==> src/rtl/decode_out_pkg_hdl.sv <==
// rtl/decode_out_pkg_hdl.sv - shared widths and bundle type for the decode output buffer
// Holds the default field widths, the packed decode bundle layout and the NOP constant.
package decode_out_pkg_hdl;

    localparam int IR_W     = 16;
    localparam int PC_W     = 16;
    localparam int E_CTRL_W = 6;
    localparam int W_CTRL_W = 2;

    // Field order matches the concatenation used by the top when packing a bundle.
    typedef struct packed {
        logic [IR_W-1:0]     ir;
        logic [PC_W-1:0]     npc;
        logic [E_CTRL_W-1:0] e_control;
        logic [W_CTRL_W-1:0] w_control;
        logic                mem_control;
    } decode_bundle_t;

    localparam decode_bundle_t DECODE_NOP = '0;

endpackage

==> src/rtl/decode_out_fifo_mem.sv <==
// rtl/decode_out_fifo_mem.sv - DEPTH x WIDTH register array, one write port, async read
// Ports:
//   clock        rising-edge clock
//   we/waddr/wdata  write enable, address and bundle written at the clock edge
//   raddr/rdata     combinational read of the addressed entry
module decode_out_fifo_mem
    import decode_out_pkg_hdl::*;
#(
    parameter int DEPTH = 2,
    parameter int WIDTH = $bits(decode_bundle_t),
    parameter int PTR_W = $clog2(DEPTH)
) (
    input  logic             clock,
    input  logic             we,
    input  logic [PTR_W-1:0] waddr,
    input  logic [WIDTH-1:0] wdata,
    input  logic [PTR_W-1:0] raddr,
    output logic [WIDTH-1:0] rdata
);

    logic [WIDTH-1:0] mem [DEPTH];

    // Storage needs no reset: an entry is only ever read while the top
    // reports it as occupied, and empty reads are masked to a NOP.
    always_ff @(posedge clock) begin
        if (we) begin
            mem[waddr] <= wdata;
        end
    end

    assign rdata = mem[raddr];

endmodule

==> src/rtl/decode_out_buffer.sv <==
// rtl/decode_out_buffer.sv - FWFT decode-to-execute staging queue with flush and bubble counter
// Ports:
//   clock, reset        rising-edge clock, asynchronous active-high reset
//   in_valid/in_ready   decode-side handshake; in_ready is !full from registered count
//   in_IR .. in_Mem_Control  bundle fields captured on push
//   flush               synchronous squash of every entry, beats push and pop
//   out_ready           execute accepts the head entry
//   en_decode           head entry valid
//   IR .. Mem_Control   head bundle fields, forced to zero when empty
//   count               occupied entries
//   bubble_cnt          saturating count of cycles with out_ready=1 and en_decode=0
module decode_out_buffer #(
    parameter int IR_W     = decode_out_pkg_hdl::IR_W,
    parameter int PC_W     = decode_out_pkg_hdl::PC_W,
    parameter int E_CTRL_W = decode_out_pkg_hdl::E_CTRL_W,
    parameter int W_CTRL_W = decode_out_pkg_hdl::W_CTRL_W,
    parameter int DEPTH    = 2,
    parameter int BCNT_W   = 16
) (
    input  logic                       clock,
    input  logic                       reset,
    input  logic                       in_valid,
    output logic                       in_ready,
    input  logic [IR_W-1:0]            in_IR,
    input  logic [PC_W-1:0]            in_npc,
    input  logic [E_CTRL_W-1:0]        in_E_control,
    input  logic [W_CTRL_W-1:0]        in_W_control,
    input  logic                       in_Mem_Control,
    input  logic                       flush,
    input  logic                       out_ready,
    output logic                       en_decode,
    output logic [IR_W-1:0]            IR,
    output logic [PC_W-1:0]            npc_out,
    output logic [E_CTRL_W-1:0]        E_control,
    output logic [W_CTRL_W-1:0]        W_control,
    output logic                       Mem_Control,
    output logic [$clog2(DEPTH+1)-1:0] count,
    output logic [BCNT_W-1:0]          bubble_cnt
);

    localparam int PTR_W    = $clog2(DEPTH);
    localparam int CNT_W    = $clog2(DEPTH+1);
    localparam int BUNDLE_W = IR_W + PC_W + E_CTRL_W + W_CTRL_W + 1;

    logic [PTR_W-1:0]    wr_ptr;
    logic [PTR_W-1:0]    rd_ptr;
    logic [BUNDLE_W-1:0] wr_bundle;
    logic [BUNDLE_W-1:0] rd_bundle;
    logic [BUNDLE_W-1:0] head;
    logic                push;
    logic                pop;

    assign in_ready  = (count != CNT_W'(DEPTH));
    assign en_decode = (count != '0);
    assign push      = in_valid & in_ready & ~flush;
    assign pop       = en_decode & out_ready & ~flush;

    assign wr_bundle = {in_IR, in_npc, in_E_control, in_W_control, in_Mem_Control};

    decode_out_fifo_mem #(
        .DEPTH (DEPTH),
        .WIDTH (BUNDLE_W),
        .PTR_W (PTR_W)
    ) u_mem (
        .clock (clock),
        .we    (push),
        .waddr (wr_ptr),
        .wdata (wr_bundle),
        .raddr (rd_ptr),
        .rdata (rd_bundle)
    );

    // Empty queue presents an all-zero NOP bubble to execute.
    assign head = en_decode ? rd_bundle : '0;
    assign {IR, npc_out, E_control, W_control, Mem_Control} = head;

    // Pointers are power-of-two wide so increments wrap without compare logic.
    always_ff @(posedge clock or posedge reset) begin
        if (reset) begin
            wr_ptr <= '0;
            rd_ptr <= '0;
            count  <= '0;
        end else if (flush) begin
            wr_ptr <= '0;
            rd_ptr <= '0;
            count  <= '0;
        end else begin
            if (push) begin
                wr_ptr <= wr_ptr + PTR_W'(1);
            end
            if (pop) begin
                rd_ptr <= rd_ptr + PTR_W'(1);
            end
            if (push && !pop) begin
                count <= count + CNT_W'(1);
            end else if (pop && !push) begin
                count <= count - CNT_W'(1);
            end
        end
    end

    // Flush does not clear the counter; only reset does.
    always_ff @(posedge clock or posedge reset) begin
        if (reset) begin
            bubble_cnt <= '0;
        end else if (out_ready && !en_decode && (bubble_cnt != '1)) begin
            bubble_cnt <= bubble_cnt + BCNT_W'(1);
        end
    end

endmodule

==> config.mk <==
export PLATFORM = sky130hd
export DESIGN_NAME = decode_out_buffer
export DESIGN_NICKNAME = d
export VERILOG_FILES = /design/src/rtl/decode_out_pkg_hdl.sv /design/src/rtl/decode_out_fifo_mem.sv /design/src/rtl/decode_out_buffer.sv
export SDC_FILE = /design/constraint.sdc
export NUM_CORES = 1
export LEC_CHECK = 0
export CAP_MARGIN = 10
export CORE_UTILIZATION = 40
export CTS_CLUSTER_SIZE = 10
export DETAILED_ROUTE_END_ITERATION = 10
export GPL_ROUTABILITY_DRIVEN = 0
export PLACE_DENSITY_LB_ADDON = 0.3
export RECOVER_POWER = 100
export SLEW_MARGIN = 20
export SYNTH_ARGS = -nofsm -noshare
export SYNTH_HDL_FRONTEND = slang
export SYNTH_SLANG_ARGS = --single-unit
==> constraint.sdc <==
create_clock -name clock -period 4.8 [get_ports clock]
set_clock_uncertainty 0.15 [all_clocks]
set_input_delay 0.72 -clock clock [delete_from_list [all_inputs] [get_ports clock]]
set_output_delay 0.72 -clock clock [all_outputs]
set_load 0.01 [all_outputs]
pins.png
Scale: 3 px per um. Pins as bars across the die edge, other pins in gray.
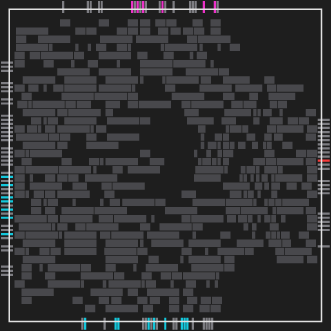
Key: red = flush [pins 1, direction input, edge right]; cyan = in_IR [pins 16, direction input, edge 9 bottom, 7 left]; magenta = E_control [pins 6, direction output, edge top]
Die X: 104 um
DIE HEIGHT: 104 um

final_congestion.png
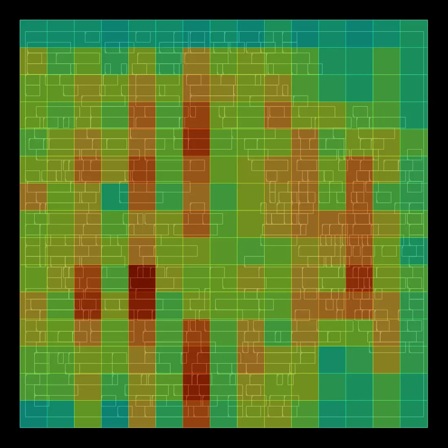
met1 Track Usage GR: 17.6%
met2 usage: 28.0%
total track usage: 15.7%
final core utilization: 55.7%
met3 usage: 5.16%

port_nets.png
Scale: 4 px per um.
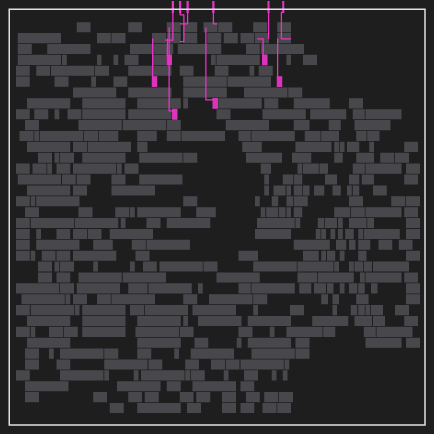
Key: magenta = E_control [bits 6, direction output, edge top, end cells 6, buffers 6, wire 116 um]
I/O Pins: 107
Port Buf Inserts: 106

metal_stack.png
Scale: 4 px per um.
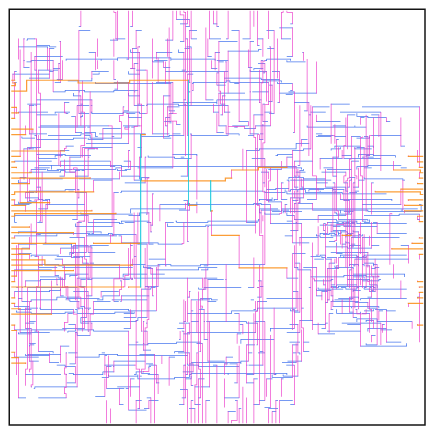
Key: magenta = met2 [wire length 4100 um]; blue = met1 [wire length 3380 um]; orange = met3 [wire length 486 um]; cyan = met4 [wire length 76.8 um]
DRT Wirelength: 8050 um
wire length per cell: 15.2 um
Vias: 2543

registers.png
Scale: 3 px per um. Other sequential cells in the stronger gray, the rest of the logic in the fainter gray.
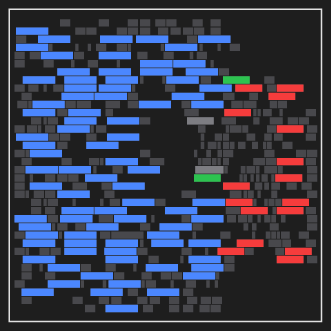
Key: green = count [flops 2]; blue = u_mem.mem [flops 82]; red = bubble_cnt [flops 16]
Seq group: 1.07 mW
Seq area share: 53.7%
register area: 2960 um2

==> flow_summary_export.csv <==
group,metric,value,unit
status,status,"complete, but fails checks",
status,violations,"capacitance limit, slew limit",
timing,drv_slew,84,
detailed_routing,routed_via_density,4.82,
yosys,adder_share,0.303,%
timing,max_slew.worst_pin.slew,2.42,ns
clock_network,ctsHoldBuffers,0,
yosys,ys.flops,102,
setup_path,r2r-start,"count[0]",
yosys,syn_area,4130,um2
finish,multi_input_comb_cells,162,
power_and_ir_drop,internal_power,1.42,mW
detailed_routing,drc,0,
finish,inverters_excl_clock,4,
yosys,synthTopCellsByCount,"edfxtp_1, nor2_1, mux2i_1",
run,drv_cap,2,
yosys,syn_avg_cell_area,14.9,um2
timing,setup_tns,0,ns
clock_network,clockBufferDepth,2,
setup_path,ff2ff_path_depth,4,
power_and_ir_drop,seqPwrFrac,56.1,%
clock_network,cts_setup_buffers,0,
finish,area_delta_synth_final,33.7,%
setup_path,worst-path-stages,4,
setup_path,setup.worst_path.class,"register to output pin",
setup_path,cp-end-kind,"output pin",
power_and_ir_drop,p_sw,0.486,mW
detailed_routing,top_layer_used,"met4",
finish,comb_area_share,19.8,%
power_and_ir_drop,comb-power,0.293,mW
timing,post-route-period-util,80.2,%
finish,stdcell_area,5520,um2
grt,grt_pass1_wl,13100,um
finish,lay_top_count,"dlygate4sd3_1",
grt,grt_max_degree,43,
placed_design,dp_cells,510,
clock_network,cts-root-buf,"clkbuf_8",
setup_path,worst-path-buf-inv,2,
setup_path,r2r_end,"u_mem.mem[1][13]",
yosys,aoi_share,1.55,%
finish,comb_area,1090,um2
yosys,synthArstFlopShare,19.6,%
placed_design,detailed_place_hpwl,5230,um
detailed_routing,wl_met2,4100,um
hold_path,worstHoldEndpoint,"bubble_cnt[11]",
finish,buf_share,19.4,%
finish,n_clock_buffer,9,
timing,setup_ws,0.951,ns
clock_network,post_cts_resize_count,0,
setup_path,path_cells,"clkbuf_1 -> mux2i_1 -> nor2_1 -> dlygate4sd3_1",
hold_path,hp-start,"bubble_cnt[11]",
yosys,ff_type,"edfxtp_1",
yosys,synth-xor-area-share,2.76,%
Power and IR drop assume default switching activity.
